Fig. 1: close-up of the layout
The bar under the picture is 10 µm long. Region (50, 14) to (90, 54) µm. Cells in grey, sequential cells in the stronger grey; small squares are vias.
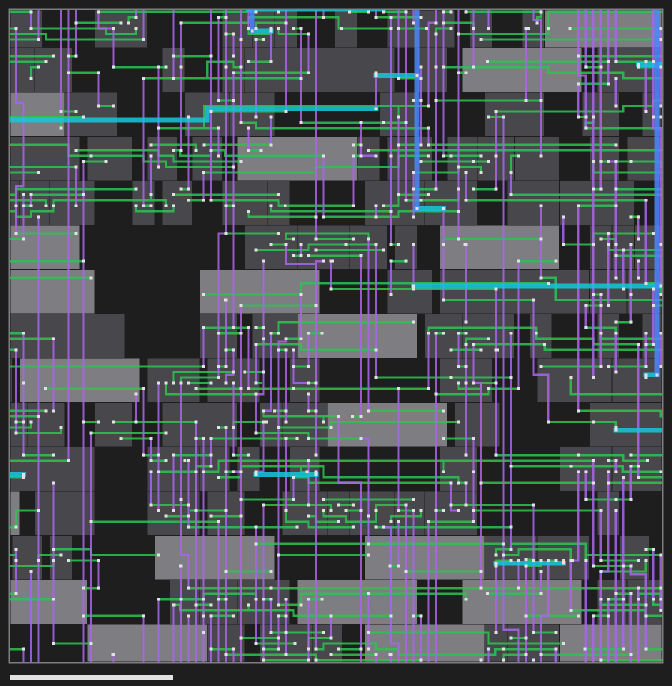
Fig. 2: track usage over the die
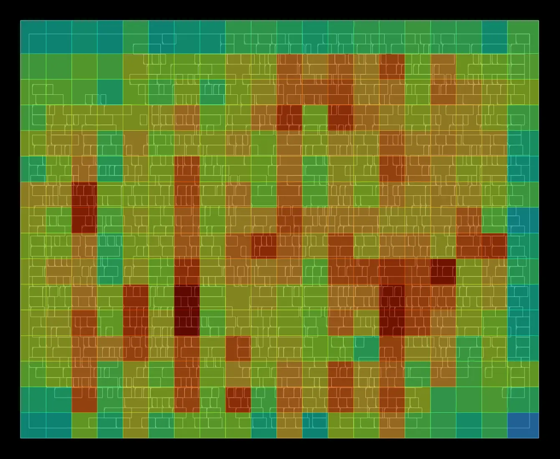
Fig. 3: cells by drive strength
The bar under the picture is 50 µm long.
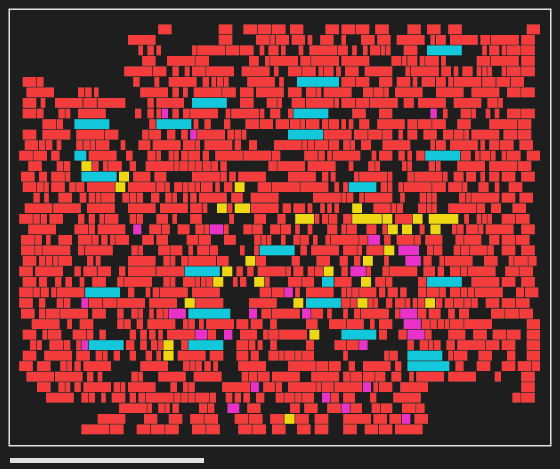
Fig. 4: signal wires on met1
The bar under the picture is 50 µm long. Supply wires on this layer in grey. Cells faint in the background.
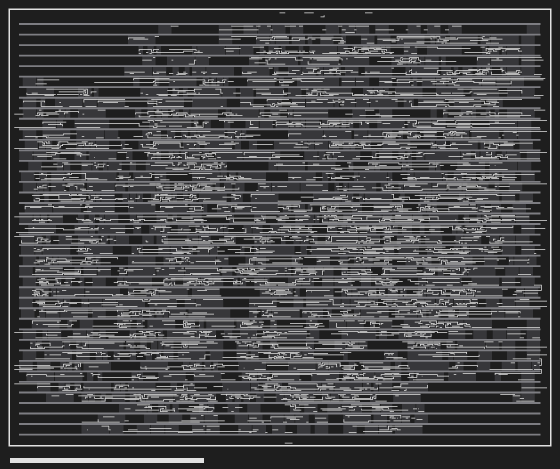
Fig. 5: the metal 2 layer
The bar under the picture is 50 µm long. Cells faint in the background.
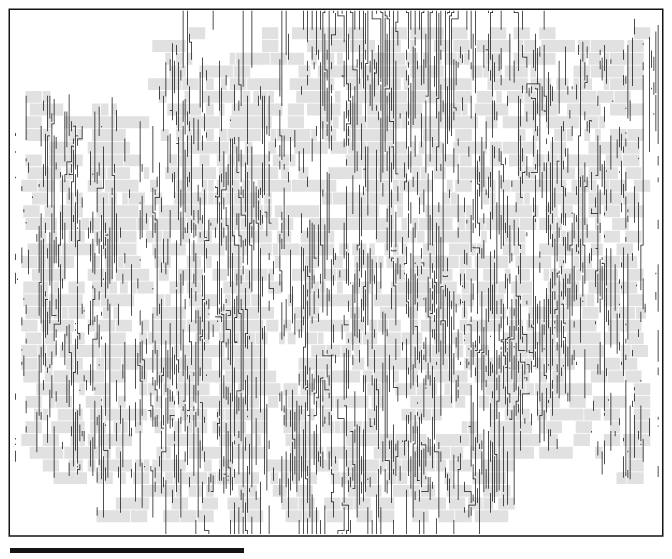
### config.mk
export PLATFORM = sky130hd
export DESIGN_NAME = host_frame_ctrl
export DESIGN_NICKNAME = d
export VERILOG_FILES = /design/src/rtl/host_frame_ctrl.sv
export SDC_FILE = /design/constraint.sdc
export NUM_CORES = 1
export LEC_CHECK = 0
export CAP_MARGIN = 20
export CORE_ASPECT_RATIO = 0.8
export CORE_MARGIN = 2
export CORE_UTILIZATION = 47
export CTS_CLUSTER_SIZE = 25
export DETAILED_ROUTE_END_ITERATION = 16
export PLACE_DENSITY = 0.78
export SLEW_MARGIN = 20
export SYNTH_ARGS = -nofsm -noshare
export SYNTH_HDL_FRONTEND = slang
export SYNTH_SLANG_ARGS = --single-unit
### constraint.sdc
create_clock -name clk -period 3.1 [get_ports clk]
set_input_delay 0.62 -clock clk [delete_from_list [all_inputs] [get_ports clk]]
set_output_delay 0.62 -clock clk [all_outputs]
set_load 0.02 [all_outputs]
### src/rtl/host_frame_ctrl.sv
// Host-side frame controller: collects an SPI frame into the input RAM, hands both
// RAMs to the engine, then streams the result count and result words back out over SPI.
module host_frame_ctrl #(
  parameter int ADDR_WIDTH  = 11,
  parameter int DATA_WIDTH  = 32,
  parameter int SYNC_STAGES = 2,
  parameter logic [DATA_WIDTH-1:0] BUSY_WORD = '1,
  parameter logic [DATA_WIDTH-1:0] ERR_WORD  = DATA_WIDTH'(32'hBADC0DE0)
) (
  input  logic                      clk,
  input  logic                      reset,
  input  logic                      rx_done,
  input  logic [DATA_WIDTH-1:0]     rx_data,
  output logic [DATA_WIDTH-1:0]     tx_data,
  output logic                      in_en,
  output logic [DATA_WIDTH/8-1:0]   in_we,
  output logic [ADDR_WIDTH-1:0]     in_addr,
  output logic [DATA_WIDTH-1:0]     in_din,
  output logic                      out_en,
  output logic [ADDR_WIDTH-1:0]     out_addr,
  input  logic [DATA_WIDTH-1:0]     out_dout,
  output logic                      eng_start,
  input  logic                      eng_busy,
  input  logic [DATA_WIDTH-1:0]     eng_count,
  output logic                      eng_own,
  output logic                      error,
  output logic [15:0]               frame_cnt
);

  localparam int PW = ADDR_WIDTH + 1;
  localparam int BW = DATA_WIDTH / 8;
  localparam logic [PW-1:0]         MAX_WORDS = {1'b1, {ADDR_WIDTH{1'b0}}};
  localparam logic [DATA_WIDTH-1:0] MAX_FRAME = DATA_WIDTH'(MAX_WORDS);

  typedef enum logic [2:0] {HDR, LOAD, START, WAIT, SEND, ERR} state_t;

  state_t                  state_q, state_d;
  logic [SYNC_STAGES-1:0]  sync_q, sync_d;
  logic                    rx_prev_q, rx_prev_d;
  logic [PW-1:0]           n_q, n_d, m_q, m_d;
  logic [PW-1:0]           load_ptr_q, load_ptr_d, send_ptr_q, send_ptr_d;
  logic [DATA_WIDTH-1:0]   tx_q, tx_d;
  logic                    in_en_q, in_en_d;
  logic [BW-1:0]           in_we_q, in_we_d;
  logic [ADDR_WIDTH-1:0]   in_addr_q, in_addr_d;
  logic [DATA_WIDTH-1:0]   in_din_q, in_din_d;
  logic [15:0]             frame_cnt_q, frame_cnt_d;
  logic                    rx_stb;

  // One strobe per synchronised rising edge, so a held level counts once.
  assign rx_stb = sync_q[SYNC_STAGES-1] & ~rx_prev_q;

  always_ff @(posedge clk) begin
    if (reset) begin
      state_q     <= HDR;
      sync_q      <= '0;
      rx_prev_q   <= 1'b0;
      n_q         <= '0;
      m_q         <= '0;
      load_ptr_q  <= '0;
      send_ptr_q  <= '0;
      tx_q        <= '0;
      in_en_q     <= 1'b0;
      in_we_q     <= '0;
      in_addr_q   <= '0;
      in_din_q    <= '0;
      frame_cnt_q <= '0;
    end else begin
      state_q     <= state_d;
      sync_q      <= sync_d;
      rx_prev_q   <= rx_prev_d;
      n_q         <= n_d;
      m_q         <= m_d;
      load_ptr_q  <= load_ptr_d;
      send_ptr_q  <= send_ptr_d;
      tx_q        <= tx_d;
      in_en_q     <= in_en_d;
      in_we_q     <= in_we_d;
      in_addr_q   <= in_addr_d;
      in_din_q    <= in_din_d;
      frame_cnt_q <= frame_cnt_d;
    end
  end

  always_comb begin
    state_d     = state_q;
    sync_d      = {sync_q[SYNC_STAGES-2:0], rx_done};
    rx_prev_d   = sync_q[SYNC_STAGES-1];
    n_d         = n_q;
    m_d         = m_q;
    load_ptr_d  = load_ptr_q;
    send_ptr_d  = send_ptr_q;
    tx_d        = tx_q;
    in_en_d     = 1'b0;
    in_we_d     = '0;
    in_addr_d   = in_addr_q;
    in_din_d    = in_din_q;
    frame_cnt_d = frame_cnt_q;

    case (state_q)
      HDR: begin
        if (rx_stb) begin
          load_ptr_d = '0;
          if (rx_data != '0 && rx_data <= MAX_FRAME) begin
            n_d     = rx_data[PW-1:0];
            tx_d    = BUSY_WORD;
            state_d = LOAD;
          end else begin
            tx_d    = ERR_WORD;
            state_d = ERR;
          end
        end
      end
      LOAD: begin
        // The last write pulse has already left the register when the pointer reaches N.
        if (load_ptr_q == n_q) begin
          state_d = START;
        end else if (rx_stb) begin
          in_en_d    = 1'b1;
          in_we_d    = '1;
          in_addr_d  = load_ptr_q[ADDR_WIDTH-1:0];
          in_din_d   = rx_data;
          load_ptr_d = load_ptr_q + 1'b1;
        end
      end
      START: begin
        if (eng_busy) state_d = WAIT;
      end
      WAIT: begin
        if (!eng_busy) begin
          if (eng_count > MAX_FRAME) begin
            tx_d    = ERR_WORD;
            state_d = ERR;
          end else begin
            m_d        = eng_count[PW-1:0];
            tx_d       = eng_count;
            send_ptr_d = '0;
            state_d    = SEND;
          end
        end
      end
      SEND: begin
        if (rx_stb) begin
          if (send_ptr_q < m_q) begin
            tx_d       = out_dout;
            send_ptr_d = send_ptr_q + 1'b1;
          end else begin
            tx_d        = '0;
            frame_cnt_d = frame_cnt_q + 16'd1;
            state_d     = HDR;
          end
        end
      end
      ERR: begin
        tx_d = ERR_WORD;
      end
      default: state_d = HDR;
    endcase
  end

  assign tx_data   = tx_q;
  assign in_en     = in_en_q;
  assign in_we     = in_we_q;
  assign in_addr   = in_addr_q;
  assign in_din    = in_din_q;
  assign out_en    = (state_q == SEND);
  assign out_addr  = send_ptr_q[ADDR_WIDTH-1:0];
  assign eng_start = (state_q == START);
  assign eng_own   = (state_q == START) || (state_q == WAIT);
  assign error     = (state_q == ERR);
  assign frame_cnt = frame_cnt_q;

endmodule
==> flow_summary_export.csv <==
group,metric,value,unit
route,dr_wl_met3,1.76,mm
final_layout,lay_top_count,"clkdlybuf4s50_1",
global_routing,grt_usage,25.9,%
power_and_ir_drop,p_leak,3.25,nW
synth,ys_warn_count,0,
floorplan,die_area,15700,µm²
sta,fmax,367,MHz
critical_path,cp_top_family,"buffers and inverters",
global_routing,grt_pass1_wl,33.0,mm
floorplan,io_pins,211,
power_and_ir_drop,power_density,526,nW/µm²
final_layout,final_cell_mix,"clkdlybuf4s50_1, dfxtp_1, nand2_1",
clocking,cts_setup_buffers,0,
place,place_congestion,0.896,
synth,yosys.area_share.aoi,19.2,%
sta,final-setup-viol-count,0,
clocking,cts_root_buf,"clkbuf_16",
synth,synth.cell_area,6910,µm²
critical_path,cpPeakStageDelay,0.61,ns
synth,synthTopLogicFamily,"simple AND/OR/NAND/NOR gates",
sta,hold_viol,0,
synth,mux_area_share,0.870,%
final_layout,nets,1149,
route,antenna_left,0,
floorplan,rows,39,
final_layout,antenna_cells,0,
critical_path,cp-start-kind,"flip-flop",
clocking,clk_latency,0.43,ns
clocking,cts_tree,"built",
sta,tightest_slew,0.844,ns
power_and_ir_drop,ir_drop,460,µV
final_layout,final_layout_size_suffix_gt1_share,7.74,%
synth,flop_cell,"dfxtp_1",
synth,synthArstFlopShare,0,%
global_routing,gr-total-overflow,0,
sta,rsz0062_at_grt,"false",
route,viasPerCell,5.67,
sta,slew_headroom,43.5,%
hold_path,hold_path_class,"flip-flop to flip-flop",
place,dpl.cell_count,1200,
critical_path,path_buffers,2,
synth,netlist_instances,857,
route,routedWlPerCell,16.6,µm
sta,whs,0.437,ns
place,pre_cts_ws,0.283,ns
synth,ys_cells,857,
status,status,"complete, no violations",
synth,synthesis.nets,971,
critical_path,cp_cell_sequence,"nor2_1 -> nand2_1 -> clkinv_1 -> clkdlybuf4s50_1",
critical_path,crit_type,"flip-flop to output pin",
clocking,cts_buffer_depth,2,
power_and_ir_drop,finalPower,5.09,mW
floorplan,die_y,112,µm
global_routing,antenna_found_initial,1,
route,firstDrtPassIters,5,
global_routing,top_usage_layer,"met2",
sta,drv_slew,0,
route,drtIter0Drc,566,
synth,ys_seq_share,42.3,%
sta,clock_skew,0.0125,ns
critical_path,cp.required,2.48,ns
Notes on Fig. 1 above:
Cyan stands for M3. Blue stands for M4. Purple stands for M2. Green stands for M1.
124 logic cells have their middle in the window. Netlist names of flops here include frame_cnt (12), n_q (2), send_ptr_q (2). Most frequent: dfxtp_1 (18), nand2_1 (12), a21oi_1 (9). Sequential cells in the window: 18.

Notes on Fig. 2 above:
final core area utilization: 67.6%
GR Util met3: 7.68%
M1 GR Usage: 33.5%

Notes on Fig. 3 above:
Red stands for x1 and smaller, cells 966, share 92%. Cyan stands for x6 and larger, cells 23, share 2.2%. Magenta stands for x2, cells 27, share 2.6%. Yellow stands for x3 and x4, cells 31, share 3.0%.
Setup WS post-layout: 0.376 ns
Non-Clock Buffer Count: 233
area grow syn2layout: 39.9%
fin area: 9660 µm²

Notes on Fig. 4 above:
The longest straight run is 34.5 µm. 1026 nets have wire on it.
Post-Route WL: 20.4 mm
Vias: 6975

Notes on Fig. 5 above:
949 nets have wire on it. The layer holds 46% of the routed length. The layer carries 9340 µm of wire.
met2 usage: 41.3%

## layout make-up
class,instances,area (µm²)
Inverter,18,67.6
Fill cell,1231,4630
Clock inverter,14,163
Multi-Input combinational cell,619,3570
Tap cell,184,230
Timing Repair Buffer,233,2280
Clock buffer,17,425
Sequential cell,146,2920
## cell usage after synthesis (3+ instances only)
master,instances,area [µm²]
a21oi_1,96,480
or2_2,11,68.8
or3_1,5,31.3
o21a_1,3,22.5
mux2i_1,6,60.1
and3_1,8,50.1
xor2_1,8,70.1
o41ai_1,10,87.6
xnor2_1,12,105
ha_1,14,175
nor4b_1,3,26.3
o31ai_1,5,37.5
nand3_1,86,430
dfxtp_1,146,2920
nor4_1,15,93.8
inv_1,17,63.8
a211oi_1,32,240
o2111ai_1,3,26.3
a21o_1,5,37.5
nand2b_1,9,56.3
o21ai_0,8,40.0
a22oi_1,11,82.6
nand4_1,13,81.3
buf_4,15,113
nand2_1,136,510
buf_1,4,15.0
buf_2,20,100
nor2_1,58,218
o311ai_0,10,87.6
or4_1,4,30.0
and4_1,3,26.3
clkbuf_1,35,131
nor3_1,6,30.0
nor2b_1,5,31.3
and2_1,6,37.5
## path summary, 6_finish.rpt
check                             startpoint                      end  depth (start not counted)
setup / recovery     state_q[1]$_SDFFE_PP0P_                   out_en                          4
hold / removal          sync_q[0]$_SDFF_PP0_     sync_q[1]$_SDFF_PP0_                          1
setup reg to reg  send_ptr_q[7]$_SDFFE_PP0P_  state_q[0]$_SDFFE_PP0P_                          7
hold reg to reg         sync_q[0]$_SDFF_PP0_     sync_q[1]$_SDFF_PP0_                          1
## where the power goes
part	switching [mW]	internal (mW)
Combinational	0.504	0.441
Sequential	0.0929	1.98
Clock	0.811	1.26
Power is estimated from default activity; no workload was simulated.
